===== config.mk =====
export PLATFORM = sky130hd
export DESIGN_NAME = onewire_master
export DESIGN_NICKNAME = d
export VERILOG_FILES = /design/src/rtl/onewire_master.sv
export SDC_FILE = /design/constraint.sdc
export NUM_CORES = 1
export LEC_CHECK = 0
export CORE_MARGIN = 3
export CORE_UTILIZATION = 36
export CTS_BUF_LIST = sky130_fd_sc_hd__clkbuf_16
export DETAILED_ROUTE_END_ITERATION = 12
export PLACE_DENSITY = 0.54
export SLEW_MARGIN = 25
export SYNTH_ARGS = -nofsm -noshare
export SYNTH_HDL_FRONTEND = slang
export SYNTH_SLANG_ARGS = --single-unit

===== constraint.sdc =====
create_clock -name CLK -period 6 [get_ports CLK]
set_input_delay 0.6 -clock CLK [delete_from_list [all_inputs] [get_ports CLK]]
set_output_delay 0.6 -clock CLK [all_outputs]
set_load 0.1 [all_outputs]

===== src/rtl/onewire_master.sv =====
// onewire_master
// Open-drain 1-Wire bus master. Accepts reset/presence, write-byte, read-byte
// and no-op commands over a valid/ready interface and runs the matching time
// slots on a single pad through a tristate buffer (D tied low, E = pull low).
//
// Ports:
//   CLK, RESET_N          clock, asynchronous active-low reset
//   CMD_VALID/CMD_READY   command handshake
//   CMD_OP                00 reset/presence, 01 write byte, 10 read byte, 11 no-op
//   CMD_DATA              byte to write, LSB first
//   RSP_VALID             one-cycle completion pulse
//   RSP_DATA              last byte read (LSB received first)
//   RSP_PRESENCE          presence result of the last reset sequence
//   IO_D, IO_E, IO_Y      pad buffer data (always 0), output enable, input
module onewire_master #(
    parameter int TICK_DIV = 100
) (
    input  logic       CLK,
    input  logic       RESET_N,
    input  logic       CMD_VALID,
    output logic       CMD_READY,
    input  logic [1:0] CMD_OP,
    input  logic [7:0] CMD_DATA,
    output logic       RSP_VALID,
    output logic [7:0] RSP_DATA,
    output logic       RSP_PRESENCE,
    output logic       IO_D,
    output logic       IO_E,
    input  logic       IO_Y
);
    localparam int PW = $clog2(TICK_DIV);

    localparam logic [1:0] OP_RESET = 2'b00;
    localparam logic [1:0] OP_WRITE = 2'b01;
    localparam logic [1:0] OP_READ  = 2'b10;

    typedef enum logic [2:0] {
        ST_IDLE     = 3'd0,
        ST_RST_LOW  = 3'd1,
        ST_RST_WAIT = 3'd2,
        ST_RST_REC  = 3'd3,
        ST_SLOT_LOW = 3'd4,
        ST_SLOT_REL = 3'd5,
        ST_SLOT_REC = 3'd6,
        ST_DONE     = 3'd7
    } state_t;

    state_t          state_r;
    state_t          state_next_s;
    logic [1:0]      op_r;
    logic [7:0]      data_r;        // write byte, overwritten bitwise by read samples
    logic [2:0]      idx_r;
    logic            pres_r;
    logic [PW-1:0]   presc_r;
    logic [9:0]      us_cnt_r;
    logic            y_meta_r;
    logic            y_sync_r;
    logic            io_e_r;
    logic            ready_r;
    logic            rsp_valid_r;
    logic [7:0]      rsp_data_r;
    logic            rsp_pres_r;

    logic            accept_s;
    logic            tick_s;
    logic            low_long_s;
    logic [9:0]      phase_len_s;
    logic            phase_end_s;

    assign accept_s    = CMD_VALID && ready_r;
    assign tick_s      = (presc_r == PW'(TICK_DIV - 1));
    // Only a written 0 keeps the bus low for the long 60 us phase.
    assign low_long_s  = (op_r == OP_WRITE) && (data_r[idx_r] == 1'b0);
    assign phase_end_s = tick_s && (us_cnt_r == (phase_len_s - 10'd1));

    // Phase length in microseconds for the current state.
    always_comb begin
        phase_len_s = 10'd1;
        case (state_r)
            ST_RST_LOW:  phase_len_s = 10'd480;
            ST_RST_WAIT: phase_len_s = 10'd70;
            ST_RST_REC:  phase_len_s = 10'd410;
            ST_SLOT_LOW: phase_len_s = low_long_s ? 10'd60 : 10'd6;
            ST_SLOT_REL: phase_len_s = 10'd9;
            ST_SLOT_REC: phase_len_s = low_long_s ? 10'd10 : 10'd55;
            default:     phase_len_s = 10'd1;
        endcase
    end

    // Next-state logic.
    always_comb begin
        state_next_s = state_r;
        case (state_r)
            ST_IDLE: begin
                if (accept_s) begin
                    case (CMD_OP)
                        OP_RESET: state_next_s = ST_RST_LOW;
                        OP_WRITE: state_next_s = ST_SLOT_LOW;
                        OP_READ:  state_next_s = ST_SLOT_LOW;
                        default:  state_next_s = ST_DONE;
                    endcase
                end else begin
                    state_next_s = ST_IDLE;
                end
            end
            ST_RST_LOW: begin
                if (phase_end_s) state_next_s = ST_RST_WAIT;
                else             state_next_s = ST_RST_LOW;
            end
            ST_RST_WAIT: begin
                if (phase_end_s) state_next_s = ST_RST_REC;
                else             state_next_s = ST_RST_WAIT;
            end
            ST_RST_REC: begin
                if (phase_end_s) state_next_s = ST_DONE;
                else             state_next_s = ST_RST_REC;
            end
            ST_SLOT_LOW: begin
                if (phase_end_s) state_next_s = low_long_s ? ST_SLOT_REC : ST_SLOT_REL;
                else             state_next_s = ST_SLOT_LOW;
            end
            ST_SLOT_REL: begin
                if (phase_end_s) state_next_s = ST_SLOT_REC;
                else             state_next_s = ST_SLOT_REL;
            end
            ST_SLOT_REC: begin
                if (phase_end_s) state_next_s = (idx_r == 3'd7) ? ST_DONE : ST_SLOT_LOW;
                else             state_next_s = ST_SLOT_REC;
            end
            ST_DONE: state_next_s = ST_IDLE;
            default: state_next_s = ST_IDLE;
        endcase
    end

    // State register and registered control outputs (derived from next state).
    always_ff @(posedge CLK or negedge RESET_N) begin
        if (!RESET_N) begin
            state_r     <= ST_IDLE;
            io_e_r      <= 1'b0;
            ready_r     <= 1'b1;
            rsp_valid_r <= 1'b0;
        end else begin
            state_r     <= state_next_s;
            io_e_r      <= (state_next_s == ST_RST_LOW) || (state_next_s == ST_SLOT_LOW);
            ready_r     <= (state_next_s == ST_IDLE);
            rsp_valid_r <= (state_next_s == ST_DONE);
        end
    end

    // Two-flop synchronizer for the asynchronous pad input.
    always_ff @(posedge CLK or negedge RESET_N) begin
        if (!RESET_N) begin
            y_meta_r <= 1'b0;
            y_sync_r <= 1'b0;
        end else begin
            y_meta_r <= IO_Y;
            y_sync_r <= y_meta_r;
        end
    end

    // Microsecond timebase; restarted on accept so phases align to IO_E rise.
    always_ff @(posedge CLK or negedge RESET_N) begin
        if (!RESET_N) begin
            presc_r  <= '0;
            us_cnt_r <= 10'd0;
        end else if (accept_s || (state_r == ST_IDLE) || (state_r == ST_DONE)) begin
            presc_r  <= '0;
            us_cnt_r <= 10'd0;
        end else begin
            presc_r  <= tick_s ? '0 : (presc_r + 1'b1);
            if (phase_end_s)  us_cnt_r <= 10'd0;
            else if (tick_s)  us_cnt_r <= us_cnt_r + 10'd1;
            else              us_cnt_r <= us_cnt_r;
        end
    end

    // Command capture, bit index, read sampling and presence sampling.
    always_ff @(posedge CLK or negedge RESET_N) begin
        if (!RESET_N) begin
            op_r   <= 2'b00;
            data_r <= 8'h00;
            idx_r  <= 3'd0;
            pres_r <= 1'b0;
        end else if (accept_s) begin
            op_r   <= CMD_OP;
            data_r <= CMD_DATA;
            idx_r  <= 3'd0;
        end else begin
            if ((state_r == ST_SLOT_REL) && phase_end_s && (op_r == OP_READ))
                data_r[idx_r] <= y_sync_r;
            if ((state_r == ST_SLOT_REC) && phase_end_s)
                idx_r <= idx_r + 3'd1;
            if ((state_r == ST_RST_WAIT) && phase_end_s)
                pres_r <= ~y_sync_r;
        end
    end

    // Response registers; a no-op goes straight from IDLE to DONE and updates nothing.
    always_ff @(posedge CLK or negedge RESET_N) begin
        if (!RESET_N) begin
            rsp_data_r <= 8'h00;
            rsp_pres_r <= 1'b0;
        end else if ((state_next_s == ST_DONE) && (state_r != ST_IDLE)) begin
            if (op_r == OP_READ)  rsp_data_r <= data_r;
            if (op_r == OP_RESET) rsp_pres_r <= pres_r;
        end
    end

    assign CMD_READY    = ready_r;
    assign RSP_VALID    = rsp_valid_r;
    assign RSP_DATA     = rsp_data_r;
    assign RSP_PRESENCE = rsp_pres_r;
    assign IO_D         = 1'b0;
    assign IO_E         = io_e_r;

endmodule

==> images/layers.png <==
(4 px per um)
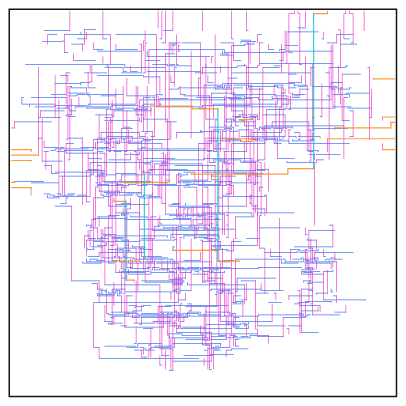
- orange: M3 (wire length 178 um)
- magenta: M2 (wire length 2990 um)
- cyan: M4 (wire length 118 um)
- blue: M1 (wire length 3380 um)

==> images/pinout.png <==
(3 px per um) Pins as bars across the die edge, other pins in grey.
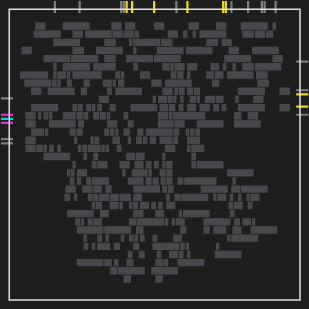
- cyan: IO_E (pins 1; direction output; edge west)
- magenta: CMD_OP (pins 2; direction input; edge west)
- yellow: CMD_DATA (pins 8; direction input; edge 6 north, 2 east)
- all pins by edge: 16 north, 6 west, 5 east

==> images/port_trees.png <==
(4 px per um)
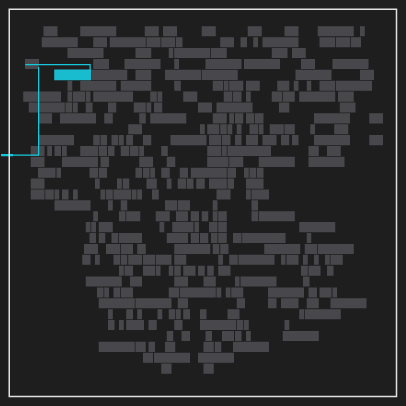
- cyan: IO_E (direction output; edge west; end cells 1; buffers 1; wire 46.4 um)

==> images/ff_map.png <==
(3 px per um) Other sequential cells in the stronger grey, the rest of the logic in the fainter grey.
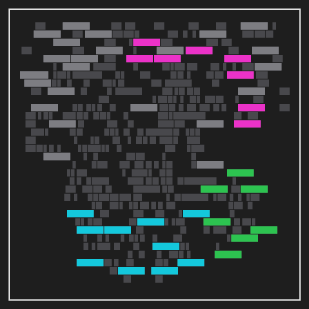
- green: presc_r (flops 7; where south-east)
- magenta: data_r (flops 8)
- cyan: us_cnt_r (flops 10; where south)
- not coloured: 23

==> impl_metrics.py <==
# Physical implementation metrics
metrics = {
    "outcome": {
        "status": "finished, final reports clean",
    },
    "setup_path": {
        "crit_start": "idx_r[1]",
        "timing.rr.end": "RSP_DATA[5]",
        "r2r-start": "idx_r[1]",
        "path_max_fanout": 15,
        "crit_required_ns": 6.18,
        "critPathLaunchType": "register",
        "reg2reg_depth": 15,
        "endpoint": "RSP_DATA[5]",
        "worst_setup_path_end_kind": "register",
        "cp.arrival_ns": 5.21,
        "path_class": "reg -> reg",
        "rrSetupSlack_ns": 0.96,
    },
    "layout": {
        "nonClkBufAreaFrac_pct": 7.98,
        "logic_gates": 240,
        "dominant_cells": "combinational gates",
        "lay_top_count": "dfrtp_1",
        "flops": 48,
        "nNonClkBuffers": 26,
        "syn2layout_area_growth_pct": 17.2,
        "final-clk-cell-share_pct": 5.62,
        "inverters_excl_clock": 14,
        "final_cell_area_mm2": 0.00345,
        "flop_area_mm2": 0.00120,
        "comb_share_pct": 46.3,
        "nClkBuffers": 5,
        "diodes": 0,
        "n_fill_cell": 805,
        "sh_seq_area_pct": 34.8,
        "mostFrequentLayoutCells": "dfrtp_1 (47), nand2_1 (32), clkdlybuf4s50_1 (24)",
        "utilization_pct": 44.0,
        "nets": 356,
        "logic_area_mm2": 0.00160,
        "drive_above_1_share_pct": 8.04,
    },
    "routing": {
        "first_pass_iters": 4,
        "routed_via_density": 5.46,
        "route.met2.wl_um": 2990,
        "drc": 0,
        "wl_per_cell_um": 15.2,
        "wl_met1_um": 3380,
        "drt_iter0_markers": 115,
        "top_layer_used": "met4",
        "via_count": 2393,
        "postRouteAntennaNets": 0,
        "wl_met3_um": 177,
        "routed_wl_um": 6660,
    },
    "clock_network": {
        "clock.latency.late_pin_ns": 0.29,
        "clock-root-buffer": "clkbuf_16",
        "clkSlewWorstSetupHoldPaths_ns": 0.07,
        "clock-sinks": 48,
        "cts.repair.resized": 0,
        "htree_levels": 2,
        "clockBufferDepth": 2,
        "numCtsBuffers": 5,
        "cts_hold_buf": 0,
        "postCtsSetupRepairBufs": 0,
        "cts_tree": "built",
    },
    "global_routing": {
        "grt-ovfl-total": 0,
        "antenna_found_initial": 0,
        "grt_max_degree": 49,
        "grt_usage_pct": 15.1,
        "grt_first_pass_wirelength_um": 11000,
        "grt_pass1_vias": 2155,
    },
    "place": {
        "place_area_mm2": 0.00323,
        "gp_congestion": 0.827,
        "io_buffer_count": 25,
        "dp_slack_ns": 0.988,
        "place_hpwl_um": 4740,
    },
    "final_timing": {
        "final.period_utilization_pct": 84.0,
        "layout_setup_ws_ns": 0.961,
        "timing.slew.headroom_pct": 34.1,
        "rsz0062_at_grt": "no",
        "tightest_slew_ns": 0.985,
        "max_freq_mhz": 198,
        "clock_skew_ns": 0.00499,
        "layout_min_cycle_time_ns": 5.04,
        "finalSetupViolCount": 0,
        "finalHoldViolations": 0,
        "slew_viol_final": 0,
        "fin_setup_tns_ns": 0,
    },
    "yosys": {
        "fp_nets": 344,
        "ys.flops": 48,
        "edf_count": 0,
        "synth.distinct_cells": 60,
        "syn-cell-area_mm2": 0.00295,
        "async_flop_share_pct": 100,
        "postSynthSeqShare_pct": 40.8,
        "flop_cell": "dfrtp_1",
        "ys_cells": 323,
        "ys_area_mm2": 0.00295,
        "syn_avg_cell_area_um2": 9.12,
        "syn_inst": 323,
        "yosysWarnings": 0,
    },
    "hold_path": {
        "hold_path_class": "in -> async",
    },
    "power_and_ir_drop": {
        "p_leak_uw": 0.00145,
        "powerDensity_mw_per_mm2": 368,
        "intPower_uw": 807,
        "power_frac_seq_pct": 38.9,
        "clkPwrFrac_pct": 28.8,
        "fin_total_pwr_uw": 1270,
        "ir_drop_mv": 0.164,
        "combPwrFrac_pct": 32.3,
        "power.share.switching_pct": 36.4,
        "power.switching_uw": 462,
    },
    "die": {
        "fp_util_pct": 37.5,
        "die_w_um": 96.5,
        "ios": 27,
        "n_tap_cell": 102,
        "core.rowCount": 32,
        "fp.dieH_um": 96.5,
        "design.core.area_mm2": 0.00785,
        "die_area_mm2": 0.00930,
    },
    "job": {
        "tool_warnings": 27,
        "drv_cap": 0,
    },
}
[synth_stat cells, types with 2 or more instances]
cell | number | area (um^2)
nor2b_1 | 5 | 31.3
mux2i_1 | 13 | 130
inv_1 | 13 | 48.8
nand4_1 | 4 | 25.0
and3_1 | 3 | 18.8
nand4b_1 | 3 | 26.3
nand2_1 | 32 | 120
ha_1 | 7 | 87.6
a31oi_1 | 4 | 25.0
xor2_1 | 6 | 52.6
buf_2 | 6 | 30.0
nand2b_1 | 4 | 25.0
o211ai_1 | 3 | 22.5
nor3_1 | 10 | 50.1
nor3b_1 | 3 | 22.5
nand3_1 | 13 | 65.1
o311a_1 | 2 | 20.0
nor4_1 | 11 | 68.8
or3_1 | 7 | 43.8
o311ai_0 | 2 | 17.5
nor2_1 | 22 | 82.6
a21oi_1 | 12 | 60.1
and3b_1 | 2 | 17.5
o22ai_1 | 2 | 12.5
o21ai_0 | 23 | 115
mux2_2 | 7 | 78.8
mux2_1 | 2 | 22.5
a21o_1 | 6 | 45.0
clkbuf_1 | 12 | 45.0
dfrtp_1 | 47 | 1180
xnor2_1 | 6 | 52.6
and2_1 | 3 | 18.8
[critical path: stages (launching register included)]
cell and delay [ns]:
dfrtp_1 0.56, mux2_4 0.35, o211ai_2 0.20, nand3_1 0.20, a21oi_1 0.19, nor2_1 0.05
nor2_1 0.11, ha_1 0.30, xor2_2 0.32, a2111o_1 0.21, o2111ai_1 0.13, a2111oi_2 0.39
o2111ai_2 0.44, o31a_1 0.49, nor4_4 0.58, mux2_2 0.40
[kinds of logic (layout without fill, tap and decap cells)]
| logic type | Yosys count | in the layout | share of synthesized area (%) |
|---|---|---|---|
| adder cells (fa/ha/maj) | 7 | 7 | 2.97 |
| AND/OR/NAND/NOR | 126 | 126 | 22.4 |
| AND-OR/OR-AND | 70 | 70 | 16.3 |
| XOR/XNOR | 13 | 13 | 4.12 |
| other | 1 | 1 | 0.127 |
| flip-flops | 48 | 48 | 40.8 |
| buffers and inverters | 35 | 48 | 4.89 |
| multiplexers | 23 | 23 | 8.37 |
[worst min path at each step]
stage | startpoint | endpoint | slack, ns
finish | RESET_N | RSP_DATA[4] | 0.32
CTS | RESET_N | RSP_DATA[4] | 0.36
detailed placement | y_meta_r | y_sync_r | 0.34
global placement | y_meta_r | y_sync_r | 0.33
global route | y_meta_r | y_sync_r | 0.36
floorplan | RESET_N | IO_E | 0.30
[metal layers]
layer  global-route usage (%)  vias to the layer above
met5                        0                        -
met2                     22.6                       33
met4                     4.32                        0
met3                     2.63                       10
met1                     22.2                     1159
li1                         -                     1191
[flip-flops by register name, summed over array words and instances (netlist names), 2 cells and up]
signal	cells
us_cnt_r	10
RSP_DATA	8
data_r	8
presc_r	7
idx_r	3
state_r	3
op_r	2
[power by group through the flow]
stage                     registers [uW]  logic, uW  clock network, uW
after floorplan                      495        310                  0
after global placement               498        406                  0
after detailed placement             499        409                  0
after CTS                            493        412                374
after global routing                 505        456                389
final                                494        410                365
[per-stage QoR]
step                      std cells  hold slack, ns
final                           438           0.324
after global placement          429           0.333
after detailed placement        429           0.339
after CTS                       437           0.355
after floorplan                 323           0.304
after global routing            438           0.362
